File: config.mk
export PLATFORM = sky130hd
export DESIGN_NAME = conv_window_gen
export DESIGN_NICKNAME = d
export VERILOG_FILES = /design/src/rtl/conv_window_gen_pkg.sv /design/src/rtl/conv_line_buffer.sv /design/src/rtl/conv_window_gen.sv
export SDC_FILE = /design/constraint.sdc
export NUM_CORES = 1
export LEC_CHECK = 0
export CORE_MARGIN = 2
export CORE_UTILIZATION = 49
export DETAILED_ROUTE_END_ITERATION = 6
export PLACE_DENSITY = 0.66
export REMOVE_ABC_BUFFERS = 1
export SLEW_MARGIN = 20
export SYNTH_ARGS = -nofsm -noshare
export SYNTH_HDL_FRONTEND = slang
export SYNTH_SLANG_ARGS = --single-unit
File: constraint.sdc
create_clock -name i_clk -period 5.6 [get_ports i_clk]
set_clock_uncertainty 0.1 [all_clocks]
set_input_delay 0.56 -clock i_clk [delete_from_list [all_inputs] [get_ports i_clk]]
set_output_delay 0.56 -clock i_clk [all_outputs]
set_load 0.01 [all_outputs]
File: src/rtl/conv_window_gen_pkg.sv
// Shared definitions for the 3x3 convolution window generator: pixel width
// default, window geometry, slot indexing and FSM state encodings. These are
// the same values the conv-core side blocks expect.
package conv_window_gen_pkg;

    // Default pixel width; a window word is WIN_N pixels wide.
    localparam int DEF_DATA_W = 10;

    // Window geometry: 3 rows x 3 columns, row-major slots.
    localparam int WIN_DIM = 3;
    localparam int WIN_N   = WIN_DIM * WIN_DIM;

    // FSM state encodings (kept as plain constants for legacy consumers).
    localparam logic [1:0] ST_IDLE  = 2'd0;
    localparam logic [1:0] ST_RUN   = 2'd1;
    localparam logic [1:0] ST_FLUSH = 2'd2;

    // Slot index of window row r, column c (row 0 = oldest row, col 0 = leftmost).
    function automatic int slot_idx(input int r, input int c);
        return (WIN_DIM * r) + c;
    endfunction

endpackage

File: src/rtl/conv_line_buffer.sv
// One image row of pixel storage. The read port is combinational so the
// value stored at the current column is available in the same cycle that a
// new pixel overwrites it (read-before-write). Contents are not reset.
module conv_line_buffer
    import conv_window_gen_pkg::*;
#(
    parameter int DATA_W = DEF_DATA_W,
    parameter int DEPTH  = 32,
    parameter int ADDR_W = (DEPTH > 1) ? $clog2(DEPTH) : 1
) (
    input  logic              i_clk,
    input  logic              i_en,
    input  logic [ADDR_W-1:0] i_addr,
    input  logic [DATA_W-1:0] i_wdata,
    output logic [DATA_W-1:0] o_rdata
);

    logic [DATA_W-1:0] r_mem [0:DEPTH-1];

    // Old contents of the addressed column, seen before this cycle's write.
    assign o_rdata = r_mem[i_addr];

    // Store the incoming pixel at the current column when the row advances.
    always_ff @(posedge i_clk) begin
        if (i_en) begin
            r_mem[i_addr] <= i_wdata;
        end
    end

endmodule

File: src/rtl/conv_window_gen.sv
// Producer side of the 3x3 convolution datapath. Takes a raster-order pixel
// stream, keeps the two previous rows in line buffers and emits every fully
// populated 3x3 window (no padding) as one packed word, slot k = 3*r + c at
// [k*DATA_W +: DATA_W], slot 0 = top-left, slot 8 = newest pixel.
module conv_window_gen
    import conv_window_gen_pkg::*;
#(
    parameter int DATA_W = DEF_DATA_W,
    parameter int IMG_W  = 32,
    parameter int IMG_H  = 32
) (
    input  logic                    i_clk,
    input  logic                    i_rst,
    input  logic                    i_start,
    input  logic                    i_valid,
    input  logic [DATA_W-1:0]       i_data,
    output logic                    o_ready,
    output logic                    o_valid,
    input  logic                    i_ready,
    output logic [WIN_N*DATA_W-1:0] o_window,
    output logic                    o_busy,
    output logic                    o_done
);

    localparam int COL_W = (IMG_W > 1) ? $clog2(IMG_W) : 1;
    localparam int ROW_W = (IMG_H > 1) ? $clog2(IMG_H) : 1;
    localparam int WIN_W = WIN_N * DATA_W;

    localparam logic [COL_W-1:0] COL_LAST  = COL_W'(IMG_W - 1);
    localparam logic [ROW_W-1:0] ROW_LAST  = ROW_W'(IMG_H - 1);
    localparam logic [COL_W-1:0] COL_WIN0  = COL_W'(WIN_DIM - 1);
    localparam logic [ROW_W-1:0] ROW_WIN0  = ROW_W'(WIN_DIM - 1);
    localparam logic [COL_W-1:0] COL_ONE   = COL_W'(1);
    localparam logic [ROW_W-1:0] ROW_ONE   = ROW_W'(1);

    // Control state
    logic [1:0]        r_state;
    logic [1:0]        w_state_nxt;
    logic [COL_W-1:0]  r_col;
    logic [ROW_W-1:0]  r_row;
    logic              r_busy;
    logic              r_done;

    // Output register
    logic              r_valid;
    logic [WIN_W-1:0]  r_window;

    // Window columns. The leftmost column of the 3x3 array is only ever
    // shifted out, so just the two most recent columns are stored; the third
    // (newest) column comes straight from the line buffers and i_data.
    logic [DATA_W-1:0] r_sr_c0 [0:WIN_DIM-1];
    logic [DATA_W-1:0] r_sr_c1 [0:WIN_DIM-1];
    logic [DATA_W-1:0] w_newcol [0:WIN_DIM-1];

    // Datapath / handshake wires
    logic [DATA_W-1:0] w_lb0_q;
    logic [DATA_W-1:0] w_lb1_q;
    logic [WIN_W-1:0]  w_window;
    logic              w_run;
    logic              w_ready;
    logic              w_accept;
    logic              w_take;
    logic              w_last_px;
    logic              w_emit;

    // Row memories: lb0 holds the previous row, lb1 the row before that.
    conv_line_buffer #(
        .DATA_W (DATA_W),
        .DEPTH  (IMG_W),
        .ADDR_W (COL_W)
    ) u_lb0 (
        .i_clk   (i_clk),
        .i_en    (w_accept),
        .i_addr  (r_col),
        .i_wdata (i_data),
        .o_rdata (w_lb0_q)
    );

    conv_line_buffer #(
        .DATA_W (DATA_W),
        .DEPTH  (IMG_W),
        .ADDR_W (COL_W)
    ) u_lb1 (
        .i_clk   (i_clk),
        .i_en    (w_accept),
        .i_addr  (r_col),
        .i_wdata (w_lb0_q),
        .o_rdata (w_lb1_q)
    );

    // Handshake: a single output register, so a pixel may enter only when
    // that register is empty or being drained this cycle.
    assign w_run     = (r_state == ST_RUN);
    assign w_ready   = w_run & (~r_valid | i_ready);
    assign w_accept  = i_valid & w_ready;
    assign w_take    = r_valid & i_ready;
    assign w_last_px = (r_col == COL_LAST) && (r_row == ROW_LAST);
    assign w_emit    = w_accept && (r_row >= ROW_WIN0) && (r_col >= COL_WIN0);

    // Newest column, oldest row on top.
    assign w_newcol[0] = w_lb1_q;
    assign w_newcol[1] = w_lb0_q;
    assign w_newcol[2] = i_data;

    // Assemble the window that results from shifting in the current pixel.
    always_comb begin
        w_window = '0;
        for (int r = 0; r < WIN_DIM; r++) begin
            w_window[slot_idx(r, 0)*DATA_W +: DATA_W] = r_sr_c0[r];
            w_window[slot_idx(r, 1)*DATA_W +: DATA_W] = r_sr_c1[r];
            w_window[slot_idx(r, 2)*DATA_W +: DATA_W] = w_newcol[r];
        end
    end

    // Next-state logic for the frame sequencer.
    always_comb begin
        w_state_nxt = r_state;
        case (r_state)
            ST_IDLE: begin
                if (i_start) begin
                    w_state_nxt = ST_RUN;
                end else begin
                    w_state_nxt = ST_IDLE;
                end
            end
            ST_RUN: begin
                if (w_accept && w_last_px) begin
                    w_state_nxt = ST_FLUSH;
                end else begin
                    w_state_nxt = ST_RUN;
                end
            end
            ST_FLUSH: begin
                // The last pixel always produces a window, so the output
                // register is full here until that window is taken.
                if (w_take) begin
                    w_state_nxt = ST_IDLE;
                end else begin
                    w_state_nxt = ST_FLUSH;
                end
            end
            default: begin
                w_state_nxt = ST_IDLE;
            end
        endcase
    end

    // State register plus registered busy flag and end-of-frame pulse.
    always_ff @(posedge i_clk or posedge i_rst) begin
        if (i_rst) begin
            r_state <= ST_IDLE;
            r_busy  <= 1'b0;
            r_done  <= 1'b0;
        end else begin
            r_state <= w_state_nxt;
            r_busy  <= (w_state_nxt == ST_RUN);
            r_done  <= (r_state == ST_FLUSH) && w_take;
        end
    end

    // Raster position of the next pixel; frozen on idle beats.
    always_ff @(posedge i_clk or posedge i_rst) begin
        if (i_rst) begin
            r_col <= '0;
            r_row <= '0;
        end else if ((r_state == ST_IDLE) && i_start) begin
            r_col <= '0;
            r_row <= '0;
        end else if (w_accept) begin
            if (r_col == COL_LAST) begin
                r_col <= '0;
                if (r_row == ROW_LAST) begin
                    r_row <= '0;
                end else begin
                    r_row <= r_row + ROW_ONE;
                end
            end else begin
                r_col <= r_col + COL_ONE;
            end
        end
    end

    // Shift the window one column left on every accepted pixel.
    always_ff @(posedge i_clk or posedge i_rst) begin
        if (i_rst) begin
            for (int r = 0; r < WIN_DIM; r++) begin
                r_sr_c0[r] <= '0;
                r_sr_c1[r] <= '0;
            end
        end else if (w_accept) begin
            for (int r = 0; r < WIN_DIM; r++) begin
                r_sr_c0[r] <= r_sr_c1[r];
                r_sr_c1[r] <= w_newcol[r];
            end
        end
    end

    // Output register: load a new window, or clear valid once it is taken.
    // A simultaneous take and emit keeps valid high with the new window.
    always_ff @(posedge i_clk or posedge i_rst) begin
        if (i_rst) begin
            r_valid  <= 1'b0;
            r_window <= '0;
        end else if (w_emit) begin
            r_valid  <= 1'b1;
            r_window <= w_window;
        end else if (w_take) begin
            r_valid  <= 1'b0;
        end
    end

    assign o_ready  = w_ready;
    assign o_valid  = r_valid;
    assign o_window = r_window;
    assign o_busy   = r_busy;
    assign o_done   = r_done;

endmodule
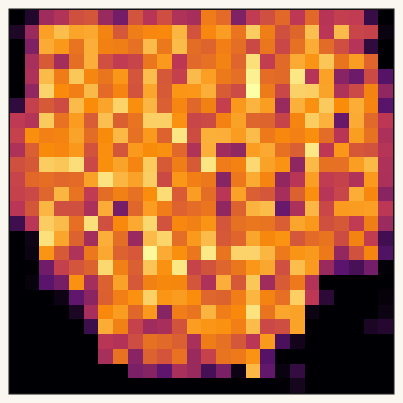
(run_1/density.png)
(1.5 px per um) The die is cut into 26 by 26 equal tiles; black is low, pale yellow is high, 0 to 100% covered.
tiles over 75% full: 27%
emptiest ninth of the die: south-east
nearly empty tiles: 16%
fullest tile: 100%

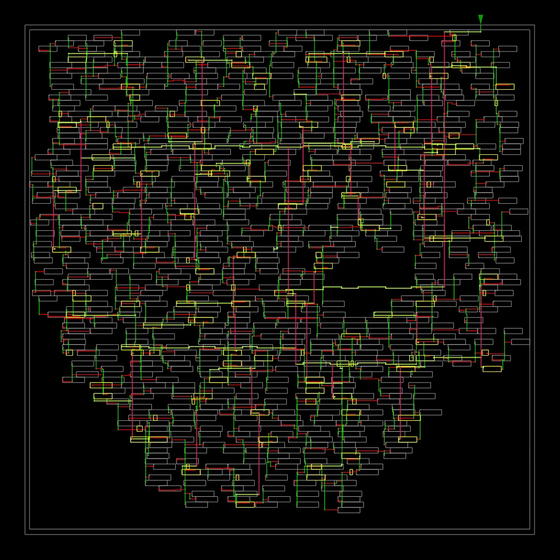
(run_1/final_clocks.png)
Clock net power: 5.28 mW
clock sink total: 805
number of clock buffers in the layout: 114
TritonCTS Buffers: 81
seq_cells: 805

==> flow_metrics.py, run 1 <==
# Synthesis and PnR figures
metrics = {
    "final_timing": {
        "period_needed_ns": 4.26,
        "fin_crit_sh_pct": 76.1,
        "finalHoldViolations": 0,
        "timing.hold.ws_ns": 0.279,
        "setup_viol": 0,
        "grt_setup_unrepaired": "no",
        "tightest_slew_ns": 1.11,
        "clock.fmax_mhz": 235,
        "drv_slew": 0,
        "slew_headroom_pct": 25.5,
    },
    "clock_tree": {
        "cts_hold_buf": 0,
        "cts_setup_buffers": 0,
        "root_buffer": "clkbuf_16",
        "insertion_delay_ns": 0.63,
        "clk_path_buf_depth": 3,
        "clk_pin_slew_ns": 0.06,
        "post_cts_resized": 0,
    },
    "placed_design": {
        "dpl.cell_count": 2751,
        "preCtsSetupSlack_ns": 1.42,
        "portBuffers": 108,
        "dp_hpwl_mm": 44.4,
        "place_congestion": 0.859,
    },
    "route": {
        "finalWirelength_mm": 78.2,
        "topRoutingLayerUsed": "met5",
        "dr_wl_met2_mm": 35.9,
        "drtIter0Drc": 1755,
        "viasPerCell": 5.95,
        "route.met3.wl_mm": 6.63,
        "antenna_left": 0,
        "vias": 17300,
    },
    "synth": {
        "synth-seq-area-share_pct": 75.4,
        "ff_type": "edfxtp_1",
        "largest_area_cell": "edfxtp_1",
        "ys_cells": 1846,
        "synth_area_per_cell_um2": 16.8,
        "yosysChipArea_mm2": 0.0310,
        "ys_types": 40,
        "edf_count": 640,
        "ys_warn_count": 0,
        "async_flop_share_pct": 20.5,
        "mappedNetlistArea_mm2": 0.0310,
        "syn_inst": 1846,
        "topCellsByArea": "edfxtp_1 (62%), dfrtp_1 (13%), mux2i_1 (10%)",
    },
    "final_layout": {
        "layout_top_cell": "edfxtp_1",
        "syn2layout_area_growth_pct": 16.0,
        "fin_cells": 2900,
        "num_antenna_cells": 0,
        "drive_above_1_share_pct": 14.6,
        "final_util_pct": 57.3,
        "final_nets": 2011,
        "layout_top_cells": "edfxtp_1 (640), mux2i_1 (320), dfrtp_1 (164)",
    },
    "global_routing": {
        "grt_pass1_wl_mm": 115,
        "grt_pass1_vias": 17200,
        "grt_usage_pct": 24.0,
        "grt_overflow_total": 0,
    },
    "power_and_ir_drop": {
        "power.density_mw_per_mm2": 473,
        "finalPower_mw": 17.0,
        "irDropWorstVdd_uv": 271,
    },
    "critical_path": {
        "worstPathRequired_ns": 5.59,
        "cp_top_family": "simple AND/OR/NAND/NOR gates",
        "path_buffers": 0,
        "critPathKind": "flop to flop",
        "rrSetupSlack_ns": 1.34,
        "cp_slowest_cell": "nand2_1",
        "crit_fanout": 32,
        "cp_data_arrival_time_ns": 4.26,
        "worst_path_largest_cell_delay_ns": 0.91,
        "r2r_start": "r_col[2]",
        "critPathLaunch": "r_col[2]",
    },
    "floorplan": {
        "io_pins": 109,
        "coreArea_mm2": 0.0627,
        "chipWidth_um": 255,
        "fp_util_pct": 49.4,
        "dieArea_mm2": 0.0652,
    },
    "run": {
        "warnings": 29,
        "maxCapViolations": 0,
    },
    "worst_hold_path": {
        "hold_path_class": "primary input to async pin",
    },
    "status": {
        "status": "completed",
    },
}
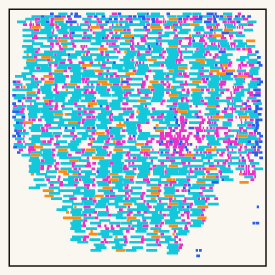
(run_1/cell_classes.png)
(1 px per um)
[cyan] flip-flops | cells: 805
[orange] clock drivers and dummy loads | cells: 149
[blue] other buffers and delay cells | cells: 167
[magenta] all other logic | cells: 933

## run 1: cell families after synthesis
logic type	after synthesis	share of synthesized area (%)
AND-OR/OR-AND	240	4.74
adder cells (fa/ha/maj)	8	0.323
buffers and inverters	112	1.71
flip-flops	805	75.4
multiplexers	390	13.4
AND/OR/NAND/NOR	291	4.47
## run 1: worst register-to-register path: stages, from the launching register on
cell,delay (ns)
dfrtp_1,0.83
nand4bb_1,0.84
o22ai_1,0.16
nor4_1,0.88
nand2_1,0.91
## run 1: Yosys cell counts (32+ instances only)
master / number
edfxtp_1: 640
mux2i_1: 320
dfrtp_1: 165
o22ai_1: 160
nand2_1: 147
nor2_1: 56
clkbuf_1: 53
buf_2: 43
a31oi_1: 42
nor4_1: 40
mux2_4: 38
mux2_2: 32
## run 1: registers in the layout, indices dropped and copies added (netlist names)
name,count
o_busy,1
o_done,1
o_valid,1
o_window,90
r_col,5
r_row,5
r_sr_c0,30
r_sr_c1,30
r_state,2
u_lb0.r_mem,320
u_lb1.r_mem,320
## run 1: cell type report
cell class	count	area [um^2]
Inverter	4	20.0
Fill cell	4783	26800
Timing Repair Buffer	167	1560
Sequential cell	805	23400
Clock inverter	35	289
Tap cell	846	1060
Multi-Input combinational cell	929	7290
Clock buffer	114	2350
## run 1: where the power goes
part,total [mW],internal [mW],switching [mW]
Sequential,8.05,7.71,0.336
Combinational,3.66,1.14,2.53
Clock,5.28,3.04,2.24
## run 1: path summary, 6_finish.rpt
path	end	cells past startpoint
min in group i_clk	r_sr_c1[8]	3
worst max register to register	u_lb1.r_mem[28][8]	4
worst max-delay path	u_lb1.r_mem[28][8]	4
worst min register to register	r_sr_c0[18]	2
worst min-delay path	o_window[72]	2
max in group asynchronous	o_window[23]	3
## run 1: metal layers
metal	track usage [%]	vias up
met5	0	-
met4	8.38	2
met3	5.31	143
met2	36.9	780
met1	34.1	8831
li1	-	7503
==> run_1/metal_stack.png <==
(1 px per um)
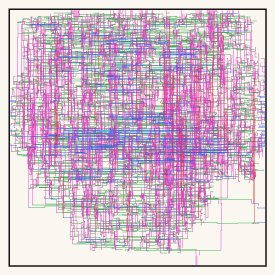

==> run 2, diff against run 1 <==
- clock period: 5.6 -> 4.01 ns (I/O delays scaled with it)
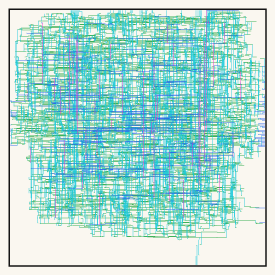
(run_2/metal_stack.png)
(1 px per um)
[green] met1 | wire length: 32.5 mm
[magenta] met4 | wire length: 1740 um
[blue] met3 | wire length: 5870 um
[cyan] met2 | wire length: 33.9 mm

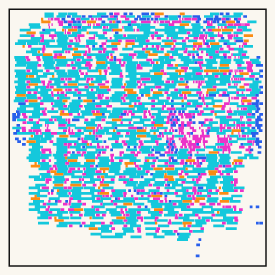
(run_2/cell_classes.png)
(1 px per um)
[magenta] all other logic | cells: 933
[blue] other buffers and delay cells | cells: 222
[orange] clock drivers and dummy loads | cells: 145
[cyan] flip-flops | cells: 805
final core utilization: 57.6%
core region area: 0.0627 mm^2
Post-Layout Inst Area: 0.0361 mm^2
row cnt: 92
register share of the cell area: 64.6%

==> run 2 against run 1 <==
  * Hold slack worse by 0.12 ns
  * Via count is 0.14% higher
  * Design area is 0.57% higher
  * Combinational power increased by 48%
  * Sequential share of layout area is 0.37 points lower
  * Register-to-register slack got worse by 0.61 ns
  * Count of clock-buffer cells in the layout grew 3
  * First-iteration DRC count up 6.3%
  * Maximum frequency up 30%
  * Critical endpoint is now u_lb1.r_mem[17][3]
  * Largest power group unchanged
==> flow_metrics.py, run 2 <==
# Synthesis and PnR figures
metrics = {
    "synth": {
        "synth-seq-area-share_pct": 75.4,
        "synth_area_per_cell_um2": 16.8,
        "yosysChipArea_mm2": 0.0310,
        "ys_sh_adder_pct": 0.323,
        "ys_cells": 1846,
        "aoi_share_pct": 4.74,
        "ys_types": 40,
        "most_common_cell": "edfxtp_1",
        "ys_warn_count": 0,
        "syn_inst": 1846,
        "mappedNetlistArea_mm2": 0.0310,
        "common_cells": "edfxtp_1 (640), mux2i_1 (320), dfrtp_1 (165), o22ai_1 (160), nand2_1 (147)",
        "ys_sh_mux_pct": 13.4,
        "logic_family": "multiplexers",
        "largest_area_cell": "edfxtp_1",
        "edf_count": 640,
        "yosys.area_share.simple_pct": 4.47,
    },
    "route": {
        "antenna_left": 0,
        "drtIter0Drc": 1866,
        "vias": 17300,
        "viasPerCell": 5.86,
        "finalWirelength_mm": 74.0,
    },
    "global_routing": {
        "grt_pass1_wl_mm": 109,
        "grt_overflow_total": 0,
    },
    "final_layout": {
        "drive_above_1_share_pct": 16.3,
        "layout_top_cell": "edfxtp_1",
        "syn2layout_area_growth_pct": 16.7,
        "layout_top_cells": "edfxtp_1 (640), mux2i_1 (320), dfrtp_1 (164)",
        "fillCellCount": 4731,
        "num_antenna_cells": 0,
    },
    "critical_path": {
        "path_buffers": 2,
        "cp_slowest_cell": "dfrtp_1",
        "cp_top_family": "simple AND/OR/NAND/NOR gates",
        "worstPathRequired_ns": 4.23,
        "crit_fanout": 32,
        "worst_path_largest_cell_delay_ns": 0.77,
        "critPathKind": "flop to flop",
    },
    "clock_tree": {
        "post_cts_resized": 0,
        "cts_setup_buffers": 0,
        "cts_hold_buf": 0,
        "clk_pin_slew_ns": 0.06,
        "clk_path_buf_depth": 3,
        "root_buffer": "clkbuf_16",
    },
    "placed_design": {
        "dpl.cell_count": 2806,
        "dp_hpwl_mm": 43.7,
        "place_congestion": 0.846,
        "portBuffers": 108,
    },
    "final_timing": {
        "timing.hold.ws_ns": 0.155,
        "finalHoldViolations": 0,
        "slew_headroom_pct": 37.7,
        "tightest_slew_ns": 0.930,
        "period_needed_ns": 3.28,
        "fin_crit_sh_pct": 81.7,
        "setup_viol": 0,
    },
    "power_and_ir_drop": {
        "irDropWorstVdd_uv": 563,
    },
    "status": {
        "status": "completed",
    },
    "run": {
        "maxCapViolations": 0,
        "warnings": 29,
    },
    "worst_hold_path": {
        "hold_path_class": "primary input to async pin",
    },
    "floorplan": {
        "dieArea_mm2": 0.0652,
        "fp_util_pct": 49.4,
        "chipWidth_um": 255,
        "io_pins": 109,
    },
}
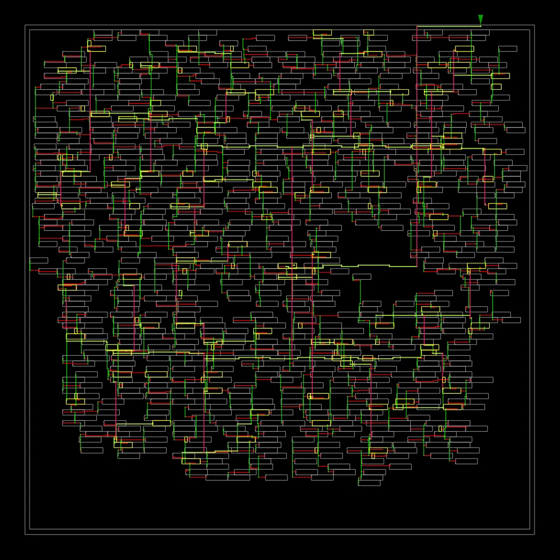
(run_2/final_clocks.png)
TritonCTS Buffers: 78
worst skew pair latency: 0.63 ns
Clock net power: 7.13 mW
number of clock buffers in the layout: 117

## run 2: cell types whose count changed in the layout (fill, tap and decap cells not counted), moves of 3 or more
cell / before / now
clkinv_4: 4 / 1
buf_2: 6 / 0
nor2_4: 23 / 0
clkinvlp_4: 3 / 0
clkbuf_1: 19 / 24
buf_4: 54 / 109
clkbuf_16: 86 / 80
clkbuf_8: 9 / 13
clkdlybuf4s50_1: 102 / 108
clkinv_1: 9 / 6
nor2_2: 9 / 32
## run 2: final timing paths
path,to,depth (start not counted),slack (ns),start
worst max-delay path,u_lb1.r_mem[17][3],6,0.73,r_col[2]
worst min-delay path,o_window[32],2,0.16,i_rst
min in group i_clk,o_done,3,0.29,i_ready
worst min register to register,r_sr_c0[14],2,0.37,r_sr_c0[14]
max in group asynchronous,o_window[3],3,2.77,i_rst
worst max register to register,u_lb1.r_mem[17][3],6,0.73,r_col[2]
## run 2: per-layer routing
metal / up-vias / routed length [um] / GRT usage, %
met5: - / 0 / 0
met4: 0 / 1740 / 6.52
met1: 8877 / 32500 / 33.2
li1: 7591 / - / -
met3: 106 / 5870 / 4.38
met2: 709 / 33900 / 34.1
## run 2: where the power goes
group	total, mW	leakage, nW	switching, mW	internal, mW
clock network	7.13	1.24	3.06	4.08
logic	5.41	3.88	3.62	1.80
registers	11.1	7.95	0.382	10.7
total	23.7	13.1	7.06	16.6
## run 2: layout make-up
cell class                 instances  area, um^2  area share (%)
sequential                       805       23400            64.6
tap                              846        1060            2.93
clock buffer                     117        2270            6.29
inverter                           4        20.0          0.0554
clock inverter                    28         243           0.672
multi-input combinational        929        7180            19.9
timing repair buffer             222        2000            5.54
## run 2: logic make-up (layout without fill, tap and decap cells)
group,Yosys count,in the layout
muxes,390,390
adders and majority gates,8,8
and+or+nand+nor,291,291
AOI/OAI and AO/OA,240,240
DFF,805,805
buffers and inverters,112,371
## run 2: stage by stage
step | setup slack [ns] | total power, mW
global placement | 0.814 | 16.5
detailed placement | 0.793 | 16.6
global route | 0.542 | 24.5
finish | 0.732 | 23.7
floorplan | -10.0 | 13.9
CTS | 0.776 | 23.7
Power is estimated from default activity; no workload was simulated.
